File: config.mk
export PLATFORM = sky130hd
export DESIGN_NAME = wb_stage
export DESIGN_NICKNAME = d
export VERILOG_FILES = /design/src/rtl/riscv_defines.sv /design/src/rtl/lsu_align.sv /design/src/rtl/wb_stage.sv
export SDC_FILE = /design/constraint.sdc
export NUM_CORES = 1
export LEC_CHECK = 0
export ABC_AREA = 1
export ABC_CLOCK_PERIOD_IN_PS = 5000
export CORE_MARGIN = 2
export CORE_UTILIZATION = 41
export DETAILED_ROUTE_END_ITERATION = 16
export GPL_TIMING_DRIVEN = 0
export HOLD_SLACK_MARGIN = 0.1
export PLACE_DENSITY = 0.81
export SLEW_MARGIN = 20
export SYNTH_ARGS = -nofsm -noshare
export SYNTH_HDL_FRONTEND = slang
export SYNTH_SLANG_ARGS = --single-unit
File: constraint.sdc
create_clock -name clk -period 5 [get_ports clk]
set_input_delay 1 -clock clk [delete_from_list [all_inputs] [get_ports clk]]
set_output_delay 1 -clock clk [all_outputs]
set_load 0.01 [all_outputs]
File: src/rtl/riscv_defines.sv
`default_nettype none
// ============================================================================
// Module      : riscv_defines (package)
// Description : Shared widths, load/store type encodings, access sizes and
//               the write-back stage FSM state enum.
// Revision    : 1.0 - initial release
// ============================================================================
package riscv_defines;

  localparam int WORD_WIDTH = 32;
  localparam int ADDR_WIDTH = 5;

  // Load funct3 encodings; 011, 110 and 111 fall back to word loads
  localparam logic [2:0] LT_LB  = 3'b000;
  localparam logic [2:0] LT_LH  = 3'b001;
  localparam logic [2:0] LT_LW  = 3'b010;
  localparam logic [2:0] LT_LBU = 3'b100;
  localparam logic [2:0] LT_LHU = 3'b101;

  // Store type encodings
  localparam logic [1:0] ST_SB = 2'b00;
  localparam logic [1:0] ST_SH = 2'b01;
  localparam logic [1:0] ST_SW = 2'b10;

  typedef enum logic [1:0] {
    IDLE        = 2'd0,
    WAIT_GNT    = 2'd1,
    WAIT_RVALID = 2'd2
  } wb_state_e;

  typedef enum logic [1:0] {
    SZ_BYTE = 2'd0,
    SZ_HALF = 2'd1,
    SZ_WORD = 2'd2
  } acc_size_e;

  // Access size of a load; unknown encodings behave as a word load
  function automatic acc_size_e load_size(input logic [2:0] lt);
    case (lt)
      LT_LB, LT_LBU: return SZ_BYTE;
      LT_LH, LT_LHU: return SZ_HALF;
      default:       return SZ_WORD;
    endcase
  endfunction

  // Access size of a store; the unused encoding behaves as a word store
  function automatic acc_size_e store_size(input logic [1:0] st);
    case (st)
      ST_SB:   return SZ_BYTE;
      ST_SH:   return SZ_HALF;
      default: return SZ_WORD;
    endcase
  endfunction

endpackage
`default_nettype wire

File: src/rtl/lsu_align.sv
`default_nettype none
// ============================================================================
// Module      : lsu_align
// Description : Combinational byte-enable generation, store-data replication,
//               misalignment detection and load-data extraction.
// Revision    : 1.0 - initial release
// ============================================================================
module lsu_align
  import riscv_defines::*;
(
  input  logic        is_load_i,
  input  logic [2:0]  load_type_i,
  input  logic [1:0]  store_type_i,
  input  logic [1:0]  addr_lo_i,
  input  logic [31:0] store_data_i,
  input  logic [31:0] rdata_i,
  output logic [3:0]  be_o,
  output logic [31:0] wdata_o,
  output logic [31:0] load_data_o,
  output logic        misaligned_o
);

  acc_size_e   size;
  logic [31:0] rdata_shifted;

  // Byte enables, replicated write data and alignment check by access size
  always_comb begin
    size         = is_load_i ? load_size(load_type_i) : store_size(store_type_i);
    be_o         = 4'hF;
    wdata_o      = store_data_i;
    misaligned_o = 1'b0;
    case (size)
      SZ_BYTE: begin
        be_o    = 4'b0001 << addr_lo_i;
        wdata_o = {4{store_data_i[7:0]}};
      end
      SZ_HALF: begin
        be_o         = 4'b0011 << addr_lo_i;
        wdata_o      = {2{store_data_i[15:0]}};
        misaligned_o = addr_lo_i[0];
      end
      default: begin
        be_o         = 4'hF;
        wdata_o      = store_data_i;
        misaligned_o = |addr_lo_i;
      end
    endcase
  end

  // Move the addressed byte/halfword to bit 0, then sign- or zero-extend
  always_comb begin
    rdata_shifted = rdata_i >> {addr_lo_i, 3'b000};
    case (load_type_i)
      LT_LB:   load_data_o = {{24{rdata_shifted[7]}}, rdata_shifted[7:0]};
      LT_LBU:  load_data_o = {24'd0, rdata_shifted[7:0]};
      LT_LH:   load_data_o = {{16{rdata_shifted[15]}}, rdata_shifted[15:0]};
      LT_LHU:  load_data_o = {16'd0, rdata_shifted[15:0]};
      default: load_data_o = rdata_i;
    endcase
  end

endmodule
`default_nettype wire

File: src/rtl/wb_stage.sv
`default_nettype none
// ============================================================================
// Module      : wb_stage
// Description : Memory / write-back stage. ALU results go straight to the
//               register write port; loads and stores run a req/gnt/rvalid
//               handshake on the data bus before returning to IDLE.
// Revision    : 1.0 - initial release
// ============================================================================
module wb_stage
  import riscv_defines::*;
#(
  parameter int WORD_WIDTH = riscv_defines::WORD_WIDTH,
  parameter int ADDR_WIDTH = riscv_defines::ADDR_WIDTH
) (
  input  logic                  clk,
  input  logic                  rst,
  input  logic                  valid_i,
  output logic                  ready_o,
  input  logic [WORD_WIDTH-1:0] result_i,
  input  logic [WORD_WIDTH-1:0] store_data_i,
  input  logic [ADDR_WIDTH-1:0] rd_addr_i,
  input  logic                  write_en_i,
  input  logic                  load_en_i,
  input  logic                  store_en_i,
  input  logic [2:0]            load_type_i,
  input  logic [1:0]            store_type_i,
  output logic                  data_req_o,
  input  logic                  data_gnt_i,
  input  logic                  data_rvalid_i,
  output logic [31:0]           data_addr_o,
  output logic                  data_we_o,
  output logic [3:0]            data_be_o,
  output logic [31:0]           data_wdata_o,
  input  logic [31:0]           data_rdata_i,
  output logic                  reg_wen_o,
  output logic [ADDR_WIDTH-1:0] reg_waddr_o,
  output logic [WORD_WIDTH-1:0] reg_wdata_o,
  output logic                  misaligned_o
);

  wb_state_e             state_q, state_d;
  logic                  data_req_q, data_req_d;
  logic                  data_we_q, data_we_d;
  logic [3:0]            data_be_q, data_be_d;
  logic [31:0]           data_addr_q, data_addr_d;
  logic [31:0]           data_wdata_q, data_wdata_d;
  logic                  reg_wen_q, reg_wen_d;
  logic [ADDR_WIDTH-1:0] reg_waddr_q, reg_waddr_d;
  logic [WORD_WIDTH-1:0] reg_wdata_q, reg_wdata_d;
  logic                  misaligned_q, misaligned_d;
  logic [ADDR_WIDTH-1:0] rd_q, rd_d;
  logic [2:0]            load_type_q, load_type_d;
  logic [1:0]            addr_lo_q, addr_lo_d;
  logic                  is_load_q, is_load_d;

  logic        idle;
  logic        accept;
  logic        is_mem;
  logic [31:0] addr_in;
  logic        al_is_load;
  logic [2:0]  al_load_type;
  logic [1:0]  al_addr_lo;
  logic [3:0]  al_be;
  logic [31:0] al_wdata;
  logic [31:0] al_load_data;
  logic        al_misaligned;

  assign idle    = (state_q == IDLE);
  assign accept  = valid_i & idle;
  assign is_mem  = load_en_i | store_en_i;
  assign addr_in = 32'(result_i);
  assign ready_o = idle;

  // In IDLE the aligner sees the incoming op; afterwards the latched load
  // attributes so the returning read data is extracted correctly.
  assign al_is_load   = idle ? load_en_i   : is_load_q;
  assign al_load_type = idle ? load_type_i : load_type_q;
  assign al_addr_lo   = idle ? addr_in[1:0] : addr_lo_q;

  lsu_align u_lsu_align (
    .is_load_i    (al_is_load),
    .load_type_i  (al_load_type),
    .store_type_i (store_type_i),
    .addr_lo_i    (al_addr_lo),
    .store_data_i (32'(store_data_i)),
    .rdata_i      (data_rdata_i),
    .be_o         (al_be),
    .wdata_o      (al_wdata),
    .load_data_o  (al_load_data),
    .misaligned_o (al_misaligned)
  );

  // State and output registers; reset abandons any transaction in flight
  always_ff @(posedge clk or posedge rst) begin
    if (rst) begin
      state_q      <= IDLE;
      data_req_q   <= 1'b0;
      data_we_q    <= 1'b0;
      data_be_q    <= 4'd0;
      data_addr_q  <= 32'd0;
      data_wdata_q <= 32'd0;
      reg_wen_q    <= 1'b0;
      reg_waddr_q  <= '0;
      reg_wdata_q  <= '0;
      misaligned_q <= 1'b0;
      rd_q         <= '0;
      load_type_q  <= 3'd0;
      addr_lo_q    <= 2'd0;
      is_load_q    <= 1'b0;
    end else begin
      state_q      <= state_d;
      data_req_q   <= data_req_d;
      data_we_q    <= data_we_d;
      data_be_q    <= data_be_d;
      data_addr_q  <= data_addr_d;
      data_wdata_q <= data_wdata_d;
      reg_wen_q    <= reg_wen_d;
      reg_waddr_q  <= reg_waddr_d;
      reg_wdata_q  <= reg_wdata_d;
      misaligned_q <= misaligned_d;
      rd_q         <= rd_d;
      load_type_q  <= load_type_d;
      addr_lo_q    <= addr_lo_d;
      is_load_q    <= is_load_d;
    end
  end

  // Next-state: aligned memory ops wait for grant, loads then for rvalid
  always_comb begin
    state_d = state_q;
    case (state_q)
      IDLE: begin
        if (accept && is_mem && !al_misaligned) state_d = WAIT_GNT;
      end
      WAIT_GNT: begin
        if (data_gnt_i) state_d = is_load_q ? WAIT_RVALID : IDLE;
      end
      WAIT_RVALID: begin
        if (data_rvalid_i) state_d = IDLE;
      end
      default: state_d = IDLE;
    endcase
  end

  // Outputs: bus fields hold their value; write and misalign are pulses
  always_comb begin
    data_req_d   = data_req_q;
    data_we_d    = data_we_q;
    data_be_d    = data_be_q;
    data_addr_d  = data_addr_q;
    data_wdata_d = data_wdata_q;
    reg_wen_d    = 1'b0;
    reg_waddr_d  = reg_waddr_q;
    reg_wdata_d  = reg_wdata_q;
    misaligned_d = 1'b0;
    rd_d         = rd_q;
    load_type_d  = load_type_q;
    addr_lo_d    = addr_lo_q;
    is_load_d    = is_load_q;
    case (state_q)
      IDLE: begin
        if (accept) begin
          if (!is_mem) begin
            reg_wen_d   = write_en_i && (rd_addr_i != '0);
            reg_waddr_d = rd_addr_i;
            reg_wdata_d = result_i;
          end else if (al_misaligned) begin
            misaligned_d = 1'b1;
          end else begin
            data_req_d   = 1'b1;
            data_we_d    = !load_en_i;
            data_be_d    = al_be;
            data_addr_d  = {addr_in[31:2], 2'b00};
            data_wdata_d = al_wdata;
            rd_d         = rd_addr_i;
            load_type_d  = load_type_i;
            addr_lo_d    = addr_in[1:0];
            is_load_d    = load_en_i;
          end
        end
      end
      WAIT_GNT: begin
        if (data_gnt_i) data_req_d = 1'b0;
      end
      WAIT_RVALID: begin
        if (data_rvalid_i) begin
          reg_wen_d   = (rd_q != '0);
          reg_waddr_d = rd_q;
          reg_wdata_d = WORD_WIDTH'(al_load_data);
        end
      end
      default: data_req_d = 1'b0;
    endcase
  end

  assign data_req_o   = data_req_q;
  assign data_we_o    = data_we_q;
  assign data_be_o    = data_be_q;
  assign data_addr_o  = data_addr_q;
  assign data_wdata_o = data_wdata_q;
  assign reg_wen_o    = reg_wen_q;
  assign reg_waddr_o  = reg_waddr_q;
  assign reg_wdata_o  = reg_wdata_q;
  assign misaligned_o = misaligned_q;

endmodule
`default_nettype wire

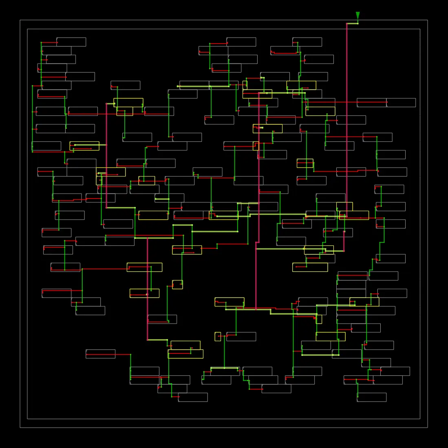
(run_1/final_clocks.png)
clk ins delay skew pair: 430 ps
Num CTS Buffers: 17
clock skew: 6.468 ps

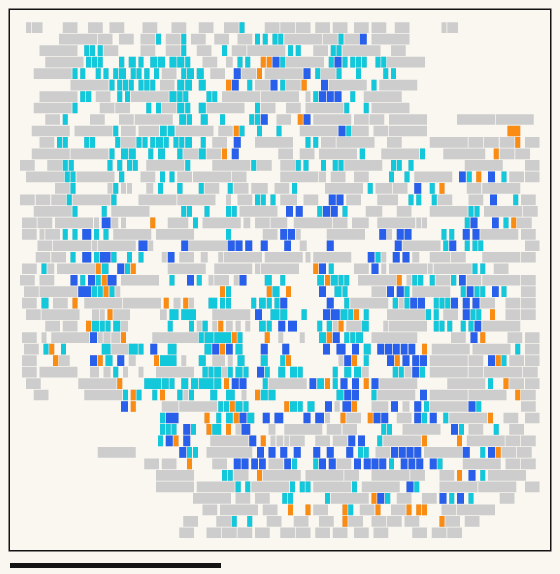
(run_1/gate_families.png)
Bar = 50 um.
Key: inverting AOI/OAI gates = blue [cells 175, most used o21ai_0]; NAND gates = cyan [cells 396, most used nand2_1, where spread over the die]; inverters = orange [cells 87, most used inv_1, where spread over the die]
fin cells: 1,304
most used logic cell in the final layout: nand2_1
Comb/total area: 28.85%

==> qor.csv, run 1 <==
stage,metric,value,unit
final_layout,dominant_cells,sequential cells,
setup_path,endpoint,reg_wdata_o[24],
final_timing,relSlewSlack,60.92,%
setup_path,r2r_cells,11,
setup_path,worst_setup_path_start_kind,input port,
die,rows,45,
final_layout,nClkBuffers,22,
worst_hold_path,whs_endpoint,data_wdata_o[26],
setup_path,path_depth,11,
worst_hold_path,hold_path.class,reg -> reg,
place,place_inst,1274,
logic_synthesis,synthDistinctLibCells,28,
setup_path,critical_path_buf_inv_count,3,
power_and_ir_drop,internal-power,3.804,mW
final_timing,setup_ws,2166,ps
final_timing,final_hold_viol_count,0,
final_timing,finalClockPeriodUsage,56.67,%
final_layout,area_growth,49.01,%
detailed_routing,drcViolationCount,0,
final_layout,num-fill-cells,1352,
grt,met1_usage,36.30,%
final_layout,layout-drive-gt1-share,6.989,%
grt,top_usage_layer,met2,
grt,grt_start_max_net_pins,80,
setup_path,critPathLaunch,result_i[0],
die,pin_count,224,
power_and_ir_drop,fin_total_pwr,6.728,mW
die,core,15090,um^2
grt,grtUsageMet3,6.678,%
clocking,cts.repair.resized,0,
setup_path,critPathKind,in -> reg,
worst_hold_path,hp-start,data_wdata_o[26],
place,place_area,8782,um^2
place,gp_congestion,0.9448,
clocking,postCtsSetupBuffers,0,
logic_synthesis,syn-instance-count,863,
clocking,postCtsHoldBufs,0,
detailed_routing,vias_per_cell,5.297,
final_layout,inverters,87,
outcome,status,completed,
setup_path,r2r-end,reg_wdata_o[24],
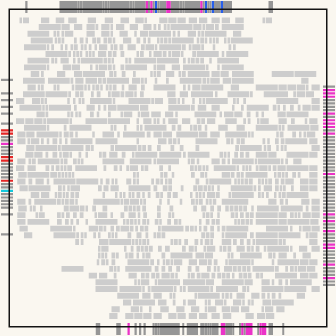
(run_1/pins.png)
Pins as bars across the die edge, other pins in grey.
Key: `rd_addr_i` = red [pins 5, direction input, edge left]; `data_be_o` = blue [pins 4, direction output, edge top]; `data_req_o` = cyan [pins 1, direction output, edge left]; `result_i` = magenta [pins 32, direction input, edge 16 right, 10 bottom, 5 top, 1 left]
All pins by edge: 79 top, 60 right, 53 bottom, 32 left.
die y size: 127.9 um
number of buffers added on ports: 221
Die W: 127.9 um

## run 1: cells in the mapped netlist
cell      instances  share of area, %
a21oi_1          52               4.1
a31oi_1           5              0.50
buf_1             5              0.30
buf_2            14               1.1
buf_4             2              0.24
buf_6             9               1.6
clkbuf_1         16              0.95
clkinv_1          1             0.060
conb_1            1             0.060
dfrtp_1         120                48
inv_1            83               4.9
inv_2             3              0.18
nand2_1         315                19
nand2_2           9              0.89
nand2_4           3              0.54
nand3_1          67               5.3
nand3_2           2              0.32
nor2_1           29               1.7
nor2_4            2              0.36
nor3_1            4              0.32
o21a_1            1              0.12
o21ai_0          72               5.7
o21ai_1          36               2.9
o21ai_2           1              0.14
o22ai_1           7              0.70
o31ai_1           1              0.12
o32ai_1           1              0.14
or2_2             2              0.20
## run 1: layer usage
metal,part of all wire [%],wire length (um),vias up
met2,47,10700,360
li1,-,-,3241
met3,8.5,1961,65
met4,3.8,876,0
met1,41,9395,3241
met5,0,0,-
## run 1: worst min-delay path, delay by kind of cell, from the launching register on
| family | cells | cell delay [ps] |
|---|---|---|
| DFF | 1 | 330 |
| and+or+nand+nor | 2 | 100 |
## run 1: kinds of logic (layout without fill, tap and decap cells)
family                 Yosys count  after routing  synth area share (%)
buffers and inverters          133            385                 9.396
DFF                            120            120                 47.68
other                            1              2               0.05954
AOI/OAI and AO/OA              176            176                 14.42
and+or+nand+nor                433            433                 28.45
## run 1: sequential cells by signal (all words and copies together), names as in the netlist
register      cells
state_q           2
data_addr_o      30
rd_q              5
misaligned_o      1
data_we_o         1
reg_wen_o         1
reg_wdata_o      32
addr_lo_q         2
data_be_o         4
load_type_q       3
data_wdata_o     32
reg_waddr_o       5
data_req_o        1
is_load_q         1
--- run 2 (diff from run 1) ---
--- a/config.mk
+++ b/config.mk
@@ -6,13 +6,13 @@
 export NUM_CORES = 1
 export LEC_CHECK = 0
 export ABC_AREA = 1
-export ABC_CLOCK_PERIOD_IN_PS = 5000
+export ABC_CLOCK_PERIOD_IN_PS = 2300
 export CORE_MARGIN = 2
 export CORE_UTILIZATION = 41
 export DETAILED_ROUTE_END_ITERATION = 16
 export GPL_TIMING_DRIVEN = 0
 export HOLD_SLACK_MARGIN = 0.1
-export PLACE_DENSITY = 0.81
+export PLACE_DENSITY = 0.84
 export SLEW_MARGIN = 20
 export SYNTH_ARGS = -nofsm -noshare
 export SYNTH_HDL_FRONTEND = slang
==> constraint.sdc (replaced) <==
create_clock -name clk -period 2.3 [get_ports clk]
set_input_delay 0.46 -clock clk [delete_from_list [all_inputs] [get_ports clk]]
set_output_delay 0.46 -clock clk [all_outputs]
set_load 0.01 [all_outputs]
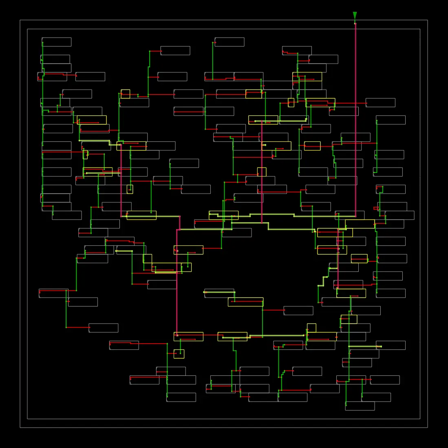
(run_2/final_clocks.png)
clock skew: 5.044 ps
registers: 120
Clock group: 2.72 mW

==> run 2 against run 1 <==
Effect of this change:
- sequential share of layout area fell by 0.81 points
- largest power group unchanged
- area after synthesis unchanged
- clock-buffer cell count is the same
- critical path depth did not move
- critical endpoint is now reg_wdata_o[3]
- largest cell class unchanged
- first-iteration DRC count up 27%
==> qor.csv, run 2 <==
stage,metric,value,unit,change
final_timing,final_hold_viol_count,0,,unchanged
logic_synthesis,synth-edff-count,0,,unchanged
final_layout,layout-drive-gt1-share,9.558,%,+2.6 points
final_layout,final_common_cell,nand2_1,,
logic_synthesis,synthDistinctLibCells,28,,unchanged
logic_synthesis,yosys.cell_count.top_type,nand2_1,,
logic_synthesis,synthTopCellsByArea,"dfrtp_1 (48%), nand2_1 (19%), o21ai_0 (5.7%)",,
die,pin_count,224,,unchanged
outcome,status,completed,,
final_layout,inverters,87,,unchanged
logic_synthesis,ff_type,dfrtp_1,,
logic_synthesis,xor_area_share,0,%,unchanged
logic_synthesis,ys_sh_adder,0,%,unchanged
logic_synthesis,ys_sh_mux,0,%,unchanged
place,place_inst,1277,,+0.24%
logic_synthesis,syn-instance-count,863,,unchanged
final_layout,num-fill-cells,1285,,-5.0%
place,gp_congestion,0.9807,,+3.8%
final_timing,finalClockPeriodUsage,97.85,%,
detailed_routing,vias_per_cell,5.325,,+0.53%
final_layout,nClkBuffers,22,,unchanged
die,core,15090,um^2,unchanged
power_and_ir_drop,internal-power,8.428,mW,+120%
logic_synthesis,common_cells,"nand2_1 (315), dfrtp_1 (120), inv_1 (83)",,
final_layout,dominant_cells,sequential cells,,
## run 2: power groups by stage
stage / Combinational [mW] / Sequential, mW / Clock, mW
after floorplan: 4.06 / 4.09 / 0
after global placement: 7.91 / 3.71 / 0
after detailed placement: 8.04 / 3.74 / 0
after CTS: 8.12 / 3.73 / 2.72
after global routing: 9.30 / 3.86 / 2.85
final: 8.53 / 3.76 / 2.72
## run 2: routing by layer
metal  global-route usage [%]  vias to the layer above  routed length, um
met4                    8.791                        0                665
met3                    6.761                       54               2011
met5                        0                        -                  0
met1                    38.14                     3309               9602
li1                         -                     3277                  -
met2                    47.06                      378              11210
## run 2: final timing paths
| path | to | cells after the start | from | slack (ps) |
|---|---|---|---|---|
| worst max-delay path | reg_wdata_o[3] | 11 | state_q[0] | 50 |
| worst min-delay path | data_addr_o[2] | 2 | rst | 460 |
| worst max register to register | reg_wdata_o[3] | 11 | state_q[0] | 50 |
| worst min register to register | data_wdata_o[30] | 2 | data_wdata_o[30] | 470 |
| max in group asynchronous | state_q[0] | 5 | rst | 880 |
| min in group clk | data_wdata_o[30] | 2 | data_wdata_o[30] | 470 |
## run 2: timing repair
item / 4_1_cts / 5_1_grt
endpoints found under the setup margin: 78 / 101
gates resized: 6 / 33
hold buffers: 0 / 0
cloned: 0 / 0
setup buffers: 0 / 9
pin swaps: 0 / 5
## run 2: through the flow
step	TNS, ps	hold WS (ps)	setup slack [ps]	cell area [um^2]	power (mW)
after global placement	-124730	453.7	-796.9	8753	11.61
final	0	459.2	49.51	9632	15.00
after detailed placement	-32600	457.4	-421.8	8848	11.78
after global routing	-49.35	497.3	-19.57	9632	16.01
after floorplan	0	459.1	370.7	6306	8.154
after CTS	0	470.3	28.00	9463	14.57
--- run 3 (diff from run 2) ---
--- a/config.mk
+++ b/config.mk
@@ -13,6 +13,7 @@
 export GPL_TIMING_DRIVEN = 0
 export HOLD_SLACK_MARGIN = 0.1
 export PLACE_DENSITY = 0.84
+export SETUP_SLACK_MARGIN = 0.4
 export SLEW_MARGIN = 20
 export SYNTH_ARGS = -nofsm -noshare
 export SYNTH_HDL_FRONTEND = slang
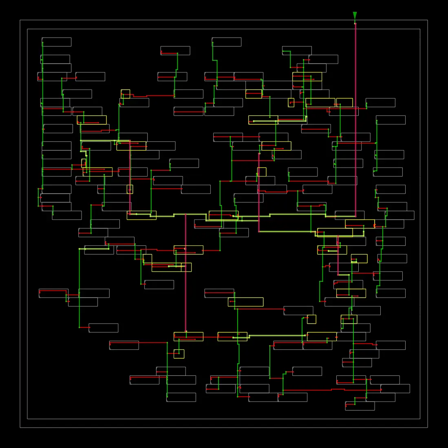
(run_3/final_clocks.png)
Clock group: 2.73 mW
final-layout clock buffer total: 22
CTS sink cnt: 120
clock skew: 5.101 ps

==> run 3 against run 2 <==
Effect of this change:
- via count grew 5.3%
- non-clock buffer count grew 35
- fmax rose by 6.2%
- clock power about the same
- sequential share of layout area down 3.3 points
- total power increased by 17%
- die area unchanged
- utilization increased by 7.6 points
- clock skew barely moved
- cell area grew 12%
==> qor.csv, run 3 <==
stage,metric,value,unit,change
clocking,cts_made_buffers,17,,
clocking,worstSkewPairLatency,430,ps,
final_timing,setup_tns,0,ps,unchanged
final_layout,post-route-util,71.42,%,
clocking,postCtsHoldBufs,0,,unchanged
grt,antenna_found_initial,1,,
die,pin_count,224,,unchanged
place,place_area,8848,um^2,unchanged
setup_path,required,2600,ps,
logic_synthesis,xor_area_share,0,%,unchanged
final_timing,fin_hold_ws,451.6,ps,-7.641 ps
logic_synthesis,syn-instance-count,863,,unchanged
logic_synthesis,ys_sh_adder,0,%,unchanged
final_timing,rsz0062_at_grt,yes,,
final_layout,layout-drive-gt1-share,21.96,%,+12 points
final_timing,setup_viol,0,,
final_timing,setup_ws,180.0,ps,+130.5 ps
logic_synthesis,synth-edff-count,0,,unchanged
logic_synthesis,common_cells,"nand2_1 (315), dfrtp_1 (120), inv_1 (83)",,
logic_synthesis,synthDistinctLibCells,28,,unchanged
logic_synthesis,ff_type,dfrtp_1,,
place,pre_cts_ws,-421.8,ps,unchanged
detailed_routing,vias_per_cell,5.455,,+2.5%
setup_path,critical_path_buf_inv_count,4,,
final_layout,stdcell_area,10780,um^2,+12%
die,core,15090,um^2,unchanged
setup_path,endpoint_kind,flip-flop,,
clocking,root_buffer,clkbuf_16,,
final_timing,final_hold_viol_count,0,,unchanged
clocking,cts.htree.levels,4,,
worst_hold_path,hold_path.class,in -> async,,
power_and_ir_drop,fin_total_pwr,17.53,mW,+17%
final_layout,final_common_cell,nand2_1,,
outcome,status,completed,,
place,place_inst,1277,,unchanged
logic_synthesis,ys_sh_mux,0,%,unchanged
final_timing,finalClockPeriodUsage,92.17,%,-5.7 points
logic_synthesis,yosys.cell_count.top_type,nand2_1,,
[run 3: cell counts after synthesis]
Identical to the previous run, type by type.
[run 3: worst reg2reg max path, delay by kind of cell (launching register included)]
family,cells,cell delay [ps]
buffers and inverters,4,640
and+or+nand+nor,8,830
AOI/OAI and AO/OA,1,80
DFF,1,450
[run 3: layer usage]
layer	global-route usage, %	wire length (um)
met1	38.98	10110
met2	48.66	12630
met3	6.553	2411
met4	11.64	1016
met5	0	0
[run 3: layout make-up]
class	instances	area, um^2
well taps	188	235.2
plain buffers	46	459.2
repair buffers	269	2770
clock inverters	10	117.6
multi-input cells	612	3356
clock buffers	22	484.2
inverters	87	347.8
flip-flops and latches	120	3004
fillers	1076	4313
diodes	1	2.502
[run 3: final timing paths]
| kind | start | to | slack [ps] | cells after the start |
|---|---|---|---|---|
| setup / recovery | state_q[0] | data_addr_o[5] | 180 | 13 |
| hold / removal | rst | data_addr_o[2] | 450 | 2 |
| setup reg to reg | state_q[0] | data_addr_o[5] | 180 | 13 |
| hold reg to reg | data_wdata_o[16] | data_wdata_o[16] | 480 | 2 |
| max in group asynchronous | rst | state_q[0] | 880 | 5 |
| min in group clk | data_wdata_o[16] | data_wdata_o[16] | 480 | 2 |
[run 3: cell families after synthesis]
logic type             after synthesis
DFF                                120
and+or+nand+nor                    433
AOI/OAI and AO/OA                  176
buffers and inverters              133
other                                1
[run 3: where the power goes]
part           internal (mW)  switching (mW)  total (mW)
registers               3.16           0.715        3.87
logic                   4.91            6.02        10.9
clock network           1.71            1.02        2.73
[run 3: timing repair]
item	4_1_cts	5_1_grt
gates resized	117	154
pin swaps	18	19
endpoints found under the setup margin	117	118
buffers inserted	22	17
gates cloned	3	3
Power figures rest on the tool's default switching activity, not on a simulated workload.
